`config.mk`:
```
export PLATFORM = sky130hd
export DESIGN_NAME = elastic_ppreg
export DESIGN_NICKNAME = d
export VERILOG_FILES = /design/src/rtl/pipe_pkg.sv /design/src/rtl/sat_cnt.sv /design/src/rtl/elastic_ppreg.sv
export SDC_FILE = /design/constraint.sdc
export NUM_CORES = 1
export LEC_CHECK = 0
export ABC_AREA = 0
export CAP_MARGIN = 30
export CORE_MARGIN = 1
export CORE_UTILIZATION = 51
export CTS_BUF_LIST = sky130_fd_sc_hd__clkbuf_8 sky130_fd_sc_hd__clkbuf_16
export DETAILED_ROUTE_END_ITERATION = 8
export PLACE_DENSITY_LB_ADDON = 0.15
export SLEW_MARGIN = 20
export SYNTH_ARGS = -nofsm -noshare
export SYNTH_HDL_FRONTEND = slang
export SYNTH_SLANG_ARGS = --single-unit
```
`constraint.sdc`:
```
create_clock -name clk -period 2.91 [get_ports clk]
set_input_delay 0.582 -clock clk [delete_from_list [all_inputs] [get_ports clk]]
set_output_delay 0.582 -clock clk [all_outputs]
set_load 0.05 [all_outputs]
```
`src/rtl/pipe_pkg.sv`:
```
// pipe_pkg -- shared types and constants for the elastic pipeline register.
//   occ_e        : occupancy / state encoding (value equals number of held entries)
//   STALL_CNT_W  : default width of the stall-cycle counter
package pipe_pkg;

  typedef enum logic [1:0] {
    OCC_EMPTY = 2'd0,
    OCC_ONE   = 2'd1,
    OCC_TWO   = 2'd2
  } occ_e;

  localparam int STALL_CNT_W = 16;

endpackage

```
`src/rtl/sat_cnt.sv`:
```
// sat_cnt -- saturating up-counter with synchronous clear.
//   clk   : clock, rising edge
//   nrst  : asynchronous active-low reset, forces count to zero
//   inc   : add one this cycle (ignored once the counter is all ones)
//   clr   : zero the counter next cycle, wins over inc
//   cnt   : current count
module sat_cnt #(
  parameter int W = 16
) (
  input  logic         clk,
  input  logic         nrst,
  input  logic         inc,
  input  logic         clr,
  output logic [W-1:0] cnt
);

  logic [W-1:0] cnt_q;
  logic [W-1:0] cnt_d;

  always_comb begin
    cnt_d = cnt_q;
    if (clr) begin
      cnt_d = '0;
    end else if (inc && (cnt_q != {W{1'b1}})) begin
      cnt_d = cnt_q + W'(1);
    end
  end

  always_ff @(posedge clk or negedge nrst) begin
    if (!nrst) begin
      cnt_q <= '0;
    end else begin
      cnt_q <= cnt_d;
    end
  end

  assign cnt = cnt_q;

endmodule

```
`src/rtl/elastic_ppreg.sv`:
```
// elastic_ppreg -- valid/ready pipeline register with optional skid entry.
//   SKID=1 : two entries (main + skid), in_ready comes straight from state flops
//   SKID=0 : one entry, in_ready = out_ready | empty (combinational)
// Ports:
//   clk, nrst            : clock (rising edge) and asynchronous active-low reset
//   flush                : synchronous kill of held and incoming entries
//   in_valid/in_ready/in_data    : upstream handshake and payload
//   out_valid/out_ready/out_data : downstream handshake and payload (out_data = main register)
//   occupancy            : number of entries held (0..2)
//   stat_clr             : synchronous clear of stall_cnt
//   stall_cnt            : saturating count of cycles with out_valid & ~out_ready
module elastic_ppreg
  import pipe_pkg::*;
#(
  parameter int DATA_W = 128,
  parameter int SKID   = 1,
  parameter int CNT_W  = STALL_CNT_W
) (
  input  logic              clk,
  input  logic              nrst,
  input  logic              flush,
  input  logic              in_valid,
  output logic              in_ready,
  input  logic [DATA_W-1:0] in_data,
  output logic              out_valid,
  input  logic              out_ready,
  output logic [DATA_W-1:0] out_data,
  output logic [1:0]        occupancy,
  input  logic              stat_clr,
  output logic [CNT_W-1:0]  stall_cnt
);

  occ_e              state_q;
  occ_e              state_d;
  logic [DATA_W-1:0] main_q;
  logic [DATA_W-1:0] main_d;
  logic [DATA_W-1:0] skid_data;
  logic              up_xfer;
  logic              dn_xfer;

  assign up_xfer = in_valid & in_ready;
  assign dn_xfer = out_valid & out_ready;

  // ---------------- state register ----------------
  always_ff @(posedge clk or negedge nrst) begin
    if (!nrst) begin
      state_q <= OCC_EMPTY;
    end else begin
      state_q <= state_d;
    end
  end

  // ---------------- next-state logic ----------------
  always_comb begin
    state_d = state_q;
    if (flush) begin
      state_d = OCC_EMPTY;
    end else begin
      case (state_q)
        OCC_EMPTY: if (up_xfer) state_d = OCC_ONE;
        OCC_ONE: begin
          if (dn_xfer && !up_xfer) begin
            state_d = OCC_EMPTY;
          end else if (!dn_xfer && up_xfer && (SKID != 0)) begin
            // SKID guard keeps TWO structurally unreachable in stall mode
            state_d = OCC_TWO;
          end
        end
        OCC_TWO:   if (dn_xfer) state_d = OCC_ONE;
        default:   state_d = OCC_EMPTY;
      endcase
    end
  end

  // ---------------- outputs ----------------
  always_comb begin
    out_valid = (state_q != OCC_EMPTY);
    if (SKID != 0) begin
      // Registered ready: only depends on state, breaking the out_ready path
      in_ready = (state_q != OCC_TWO);
    end else begin
      in_ready = out_ready | (state_q == OCC_EMPTY);
    end
  end

  // ---------------- main register ----------------
  always_comb begin
    main_d = main_q;
    if (flush) begin
      main_d = '0;
    end else begin
      case (state_q)
        OCC_EMPTY: if (up_xfer) main_d = in_data;
        OCC_ONE:   if (up_xfer && dn_xfer) main_d = in_data;
        OCC_TWO:   if (dn_xfer) main_d = skid_data;
        default:   main_d = main_q;
      endcase
    end
  end

  always_ff @(posedge clk or negedge nrst) begin
    if (!nrst) begin
      main_q <= '0;
    end else begin
      main_q <= main_d;
    end
  end

  // ---------------- skid register (SKID=1 only) ----------------
  generate
    if (SKID != 0) begin : g_skid
      logic [DATA_W-1:0] skid_q;
      logic [DATA_W-1:0] skid_d;

      // Skid captures only when main is held and cannot advance
      always_comb begin
        skid_d = skid_q;
        if (flush) begin
          skid_d = '0;
        end else if ((state_q == OCC_ONE) && up_xfer && !dn_xfer) begin
          skid_d = in_data;
        end
      end

      always_ff @(posedge clk or negedge nrst) begin
        if (!nrst) begin
          skid_q <= '0;
        end else begin
          skid_q <= skid_d;
        end
      end

      assign skid_data = skid_q;
    end else begin : g_no_skid
      assign skid_data = '0;
    end
  endgenerate

  assign out_data  = main_q;
  assign occupancy = state_q;

  // ---------------- stall statistics ----------------
  sat_cnt #(
    .W (CNT_W)
  ) u_stall_cnt (
    .clk  (clk),
    .nrst (nrst),
    .inc  (out_valid & ~out_ready),
    .clr  (stat_clr),
    .cnt  (stall_cnt)
  );

endmodule

```
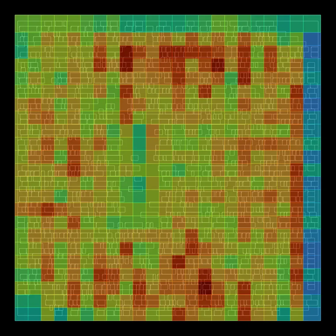
Run 1: track usage over the die
GR met2 Demand/Resource: 0.3954
Post-Route Utilization: 0.7000
wire length per cell after detailed routing: 17.87 µm

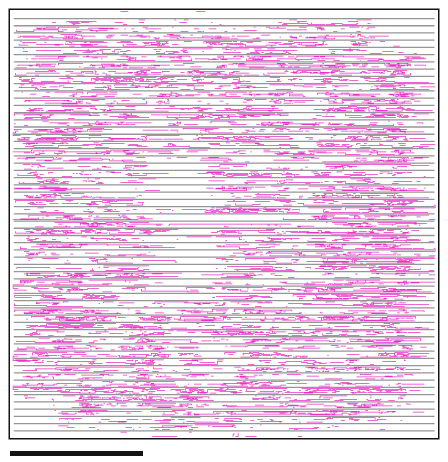
Run 1: the metal 1 layer
Scale bar: 50 µm. Supply wires on this layer in gray.
wire length on this layer: 14200 µm
nets with wire on the layer: 1442
longest straight run: 54.7 µm

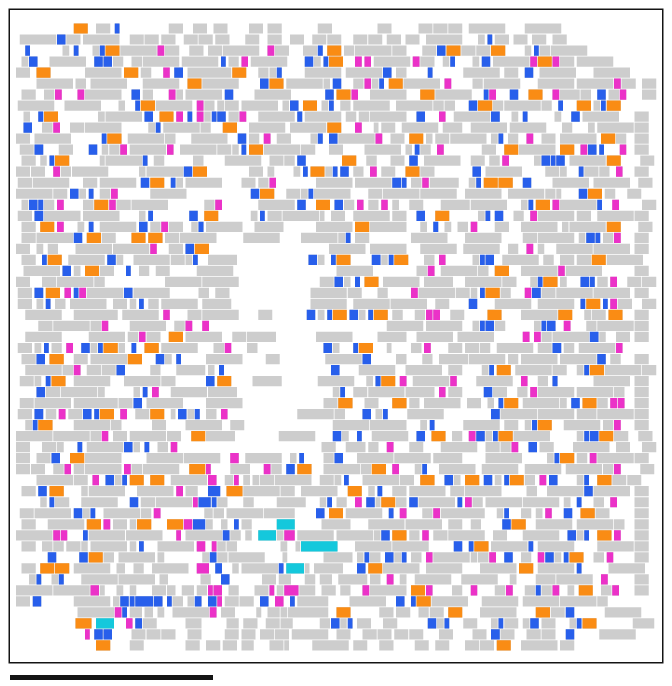
Run 1: logic cells by family
Scale bar: 50 µm.
| family | color | cells | where |
|---|---|---|---|
| nor cells | magenta | 151 | widely spread |
| nand cells | blue | 279 | widely spread |
| fa/ha/maj cells | cyan | 5 | bottom center |
| mux cells | orange | 133 | widely spread |

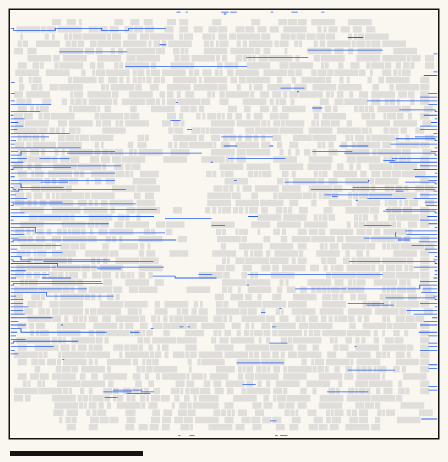
Run 1: M3 wires
Scale bar: 50 µm. Cells faint in the background.
nets with wire on the layer: 188
main direction: horizontal
wire length on this layer: 2640 µm

## run 1: what timing repair did
action,in CTS,in global routing
hold buffers,0,0
gates resized,2,0
endpoints found under the setup margin,2,0
## run 1: registers in the layout (all words and copies together) (netlist names)
signal           cells
out_data           128
occupancy            2
u_stall_cnt.cnt     16
g_skid.skid_q      128
## run 1: logic make-up (layout without fill, tap and decap cells)
| kind of cell | Yosys count | count (layout) | synth area share |
|---|---|---|---|
| buf+inv | 125 | 375 | 0.04136 |
| flops | 274 | 274 | 0.5320 |
| mux | 133 | 133 | 0.1037 |
| simple gates | 448 | 448 | 0.1795 |
| compound gates | 285 | 285 | 0.1385 |
| other cells | 0 | 4 | 0 |
| fa+ha+maj | 5 | 5 | 0.004854 |
## run 1: critical path: cells and delay by family, from the launching register on
kind	cells	cell delay, ns
flops	1	0.46
buf+inv	3	0.81
fa+ha+maj	1	0.33
## run 1: layout make-up
cell class / instances / area (µm²)
timing repair buffer: 318 / 3344
clock buffer: 35 / 808.3
antenna: 4 / 10.01
sequential: 274 / 6857
inverter: 5 / 18.77
tap: 324 / 405.4
clock inverter: 17 / 175.2
multi-input combinational: 871 / 5554
fill: 1903 / 7361
## run 1: cells in the final DEF, fill, tap and decap left out, types with 20 or more instances in the layout
| master | count |
|---|---|
| sky130_fd_sc_hd__a211oi_1 | 128 |
| sky130_fd_sc_hd__dfrtp_1 | 274 |
| sky130_fd_sc_hd__mux2i_1 | 129 |
| sky130_fd_sc_hd__nand2b_1 | 131 |
| sky130_fd_sc_hd__nand2_1 | 135 |
| sky130_fd_sc_hd__o21ai_0 | 135 |
| sky130_fd_sc_hd__clkbuf_16 | 29 |
| sky130_fd_sc_hd__buf_12 | 20 |
| sky130_fd_sc_hd__nor3_1 | 132 |
| sky130_fd_sc_hd__clkdlybuf4s50_1 | 277 |
==> run notes, run 1 <==
Summary of implementation figures.

Logic synthesis
The prevailing post-synth register cell is sky130_fd_sc_hd__dfrtp_1. The number of synthesized register bits is ~270. The Yosys chip area is ~0.013 mm². A synthesized cell averages 10.15 µm².

Detailed routing
The detailed router reported a total wirelength of 33.02 mm. After the first detailed-routing iteration, the DRC count stood at between 800 and 900. The first-pass iteration count of the detailed router is 5.

Layout
The number of nets at the end of the flow is roughly 1600. The number of non-filler instances in the completed layout is 1848.

Clocking
The H-tree depth reported by CTS is 1. The maximum number of buffers from clock root to sink is 3.

Critical path
The sort of element at the start of the critical path is a flop. The end point of the critical path is out_valid. For this run, the slowest stage of the critical path takes approximately 0.54 ns.

The launch point of the worst register-to-register path is recorded as occupancy[0].

Power
Per report_power, the Combinational row totals around 10 mW. In this run the VDD rail shows a maximum IR drop of 821.9 µV. The largest part of the power goes to combinational logic. The switching portion of total power comes to 0.4411.

Timing
The final max-slew violation count is 0. The final tally of hold violations is 0. The final worst-path cycle share is 0.9301.

Floorplan
The overall die area is between 0.02 and 0.03 mm². The report lists the number of standard-cell rows as around 57. The core box area is between 0.02 and 0.025 mm².

Global routing
Entering global routing, the biggest net connects roughly 170 pins. The busiest metal layer after global routing is met2. After global routing the overflow that remains totals 0. Across every metal layer, demand over resource in global routing totals 0.2553.

Place
The number of input and output port buffers inserted is roughly 280.

Status
The flow ran to the end, and the final reports show no timing, DRC or antenna violations.

Min path
The worst min-delay path class is in -> async.
==> run 2: changes to the inputs <==
--- a/config.mk
+++ b/config.mk
@@ -7,7 +7,6 @@
 export LEC_CHECK = 0
 export ABC_AREA = 0
 export CAP_MARGIN = 30
-export CORE_MARGIN = 1
 export CORE_UTILIZATION = 51
 export CTS_BUF_LIST = sky130_fd_sc_hd__clkbuf_8 sky130_fd_sc_hd__clkbuf_16
 export DETAILED_ROUTE_END_ITERATION = 8
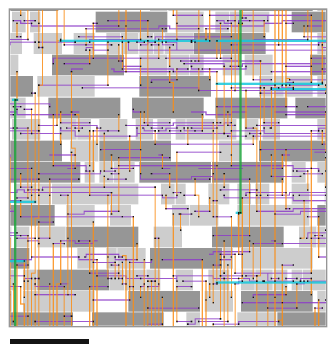
Run 2: zoomed window
Scale bar: 10 µm. Window x 101 to 141, y 20 to 60 µm. Cells in gray, sequential cells in the stronger gray; small squares are vias.
| layer | color |
|---|---|
| M3 | cyan |
| M2 | orange |
| M1 | purple |
| M4 | green |
netlist names of flops here include: g_skid.skid_q (12), out_data (11)
sequential cells in the window: 23
most frequent: dfrtp_1 (23), o21ai_0 (14), nand2_1 (13)
cells with their middle in the window: 107

==> run 2 against run 1 <==
Global-route usage did not move. Final area did not move. Synthesized area did not move. Core utilization did not move. Worst hold slack did not move. Cell count did not move. Critical path depth did not move. First-iteration DRC count did not move. Combinational power barely moved. Critical path type unchanged.
==> run notes, run 2 <==
Summary of implementation figures.

Floorplan
The overall die area came to 0.02591 mm² (unchanged). The share of the core filled by cells before placement is 0.5253. The row count is 57 (unchanged).

The core box area is 0.02453 mm² (unchanged).

Critical path
The worst setup path is launched from a flop. The delay contributed by the slowest stage of the critical path is 0.54 ns (about the same). The count of cells along the worst register-to-register path is 8.

Global routing
The leftover overflow at the end of global routing is 0 (unchanged). The global routing met2 resource utilization was 0.3954 (unchanged). The pin count of the biggest net entering global routing came to 166 (unchanged).

met2 is the most crowded layer.

Power
The proportion of total power due to net switching was 0.4411 (unchanged). The part of the power in registers is 0.291. The worst-case vdd ir drop came to 821.9 µV (unchanged).

Logic synthesis
The post-synth count of flops with an enable pin is 0. The adder and majority cell fraction of the synthesized area is 0.004854 (unchanged). The area share of and/or/nand/nor cells after synthesis is 0.1795 (unchanged). The mean instance size in the synthesized netlist came to 10.15 µm² (unchanged). The multiplexer share of the synthesized area is 0.1037 (unchanged). By area, the combinational part of the netlist is dominated by simple AND/OR/NAND/NOR gates. The fraction of the mapped netlist area in compound gates is 0.1385 (unchanged). The Yosys chip area is 0.01289 mm² (unchanged).

The number of cells reported by Yosys stat comes to 1270. The prevailing post-synth register cell is sky130_fd_sc_hd__dfrtp_1. The number of synthesized register bits came to 274 (unchanged). The post-synthesis xor/xnor area fraction came to 0 (unchanged). The number of nets in the synthesized netlist is 1409. The mapped cell area is between 0.01 and 0.015 mm². Yosys mapped the design onto 41 distinct sky130hd cell types.

Clocking
The clock transition time at the flip-flop clock pins of the worst setup and hold paths is 0.06 ns. The H-tree depth reported by CTS came to 1 (unchanged). The maximum number of buffers from clock root to sink is 3 (unchanged). The clock sink total is roughly 270.

Timing
The final max-slew violation count is 0 (unchanged). Counting I/O delays and the setup requirement, the final critical path takes 2.707 ns. The final worst-path cycle share is 0.9301 (unchanged).

The final tally of hold violations was 0 (unchanged).

Layout
The area growth from synthesis to layout is 33.25%. The library cells used most frequently in the layout, excluding fill and tap cells, are 277 x sky130_fd_sc_hd__clkdlybuf4s50_1, 274 x sky130_fd_sc_hd__dfrtp_1, 135 x sky130_fd_sc_hd__nand2_1, 135 x sky130_fd_sc_hd__o21ai_0, 132 x sky130_fd_sc_hd__nor3_1. Among logic cells in the layout, the one with the most instances is sky130_fd_sc_hd__clkdlybuf4s50_1.

Detailed routing
The total length of routed wires is 33.02 mm (unchanged). The total via count in the routed design is ~10000. The first-pass iteration count of the detailed router is 5 (unchanged). The detailed-route wire length per cell is 17.87 µm (unchanged). The violation count after the first detailed-routing iteration came to 809 (unchanged).

Status
The run finished with clean final reports.

Min path
The worst min-delay path class is in -> async.

Place
The number of input and output port buffers inserted came to 281 (unchanged).

Flow run
The number of maximum-capacitance violations is 0.
run 2: final cells by class:
class                   instances  area, µm²
clock buffers                  35      808.3
fillers                      1903       7361
diodes                          4      10.01
multi-input cells             871       5554
clock inverters                17      175.2
well taps                     324      405.4
flip-flops and latches        274       6857
repair buffers                318       3344
inverters                       5      18.77
run 2: timing repair:
item                                    in CTS  in global routing
buffers inserted                             0                  0
hold buffers                                 0                  0
resized                                      2                  0
endpoints found under the setup margin       2                  0
run 2: per-stage QoR:
| stage | hold slack, ns | instances | total power, mW | instance area (µm²) |
|---|---|---|---|---|
| after floorplan | 0.2864 | 1270 | 12.08 | 12890 |
| after global placement | 0.4605 | 1792 | 15.50 | 16180 |
| after detailed placement | 0.4700 | 1792 | 15.69 | 16180 |
| after CTS | 0.05241 | 1844 | 19.49 | 17160 |
| after global routing | 0.07424 | 1846 | 20.31 | 17170 |
| final | 0.02296 | 1848 | 19.37 | 17170 |
run 2: power by group through the flow:
| stage | sequential [mW] | combinational (mW) | clock (mW) |
|---|---|---|---|
| 2_1_floorplan | 8.61 | 3.48 | 0 |
| 3_3_place_gp | 5.66 | 9.84 | 0 |
| 3_5_place_dp | 5.69 | 10.0 | 0 |
| 4_1_cts | 5.64 | 10.0 | 3.84 |
| 5_1_grt | 5.77 | 10.5 | 4.02 |
| 6_report | 5.63 | 9.95 | 3.78 |
run 2: final timing paths:
| path | start | end |
|---|---|---|
| min in group clk | flush | out_data[5] |
| max | occupancy[0] | out_valid |
| max reg2reg | occupancy[0] | out_data[56] |
| max in group asynchronous | nrst | out_data[4] |
| min reg2reg | g_skid.skid_q[96] | g_skid.skid_q[96] |
| min | nrst | out_data[73] |
run 2: critical path: cells and delay by family (launching register included):
kind | cells | cell delay [ns]
DFF | 1 | 0.46
buffers and inverters | 3 | 0.81
adders and majority gates | 1 | 0.33
Power is estimated from default activity; no workload was simulated.
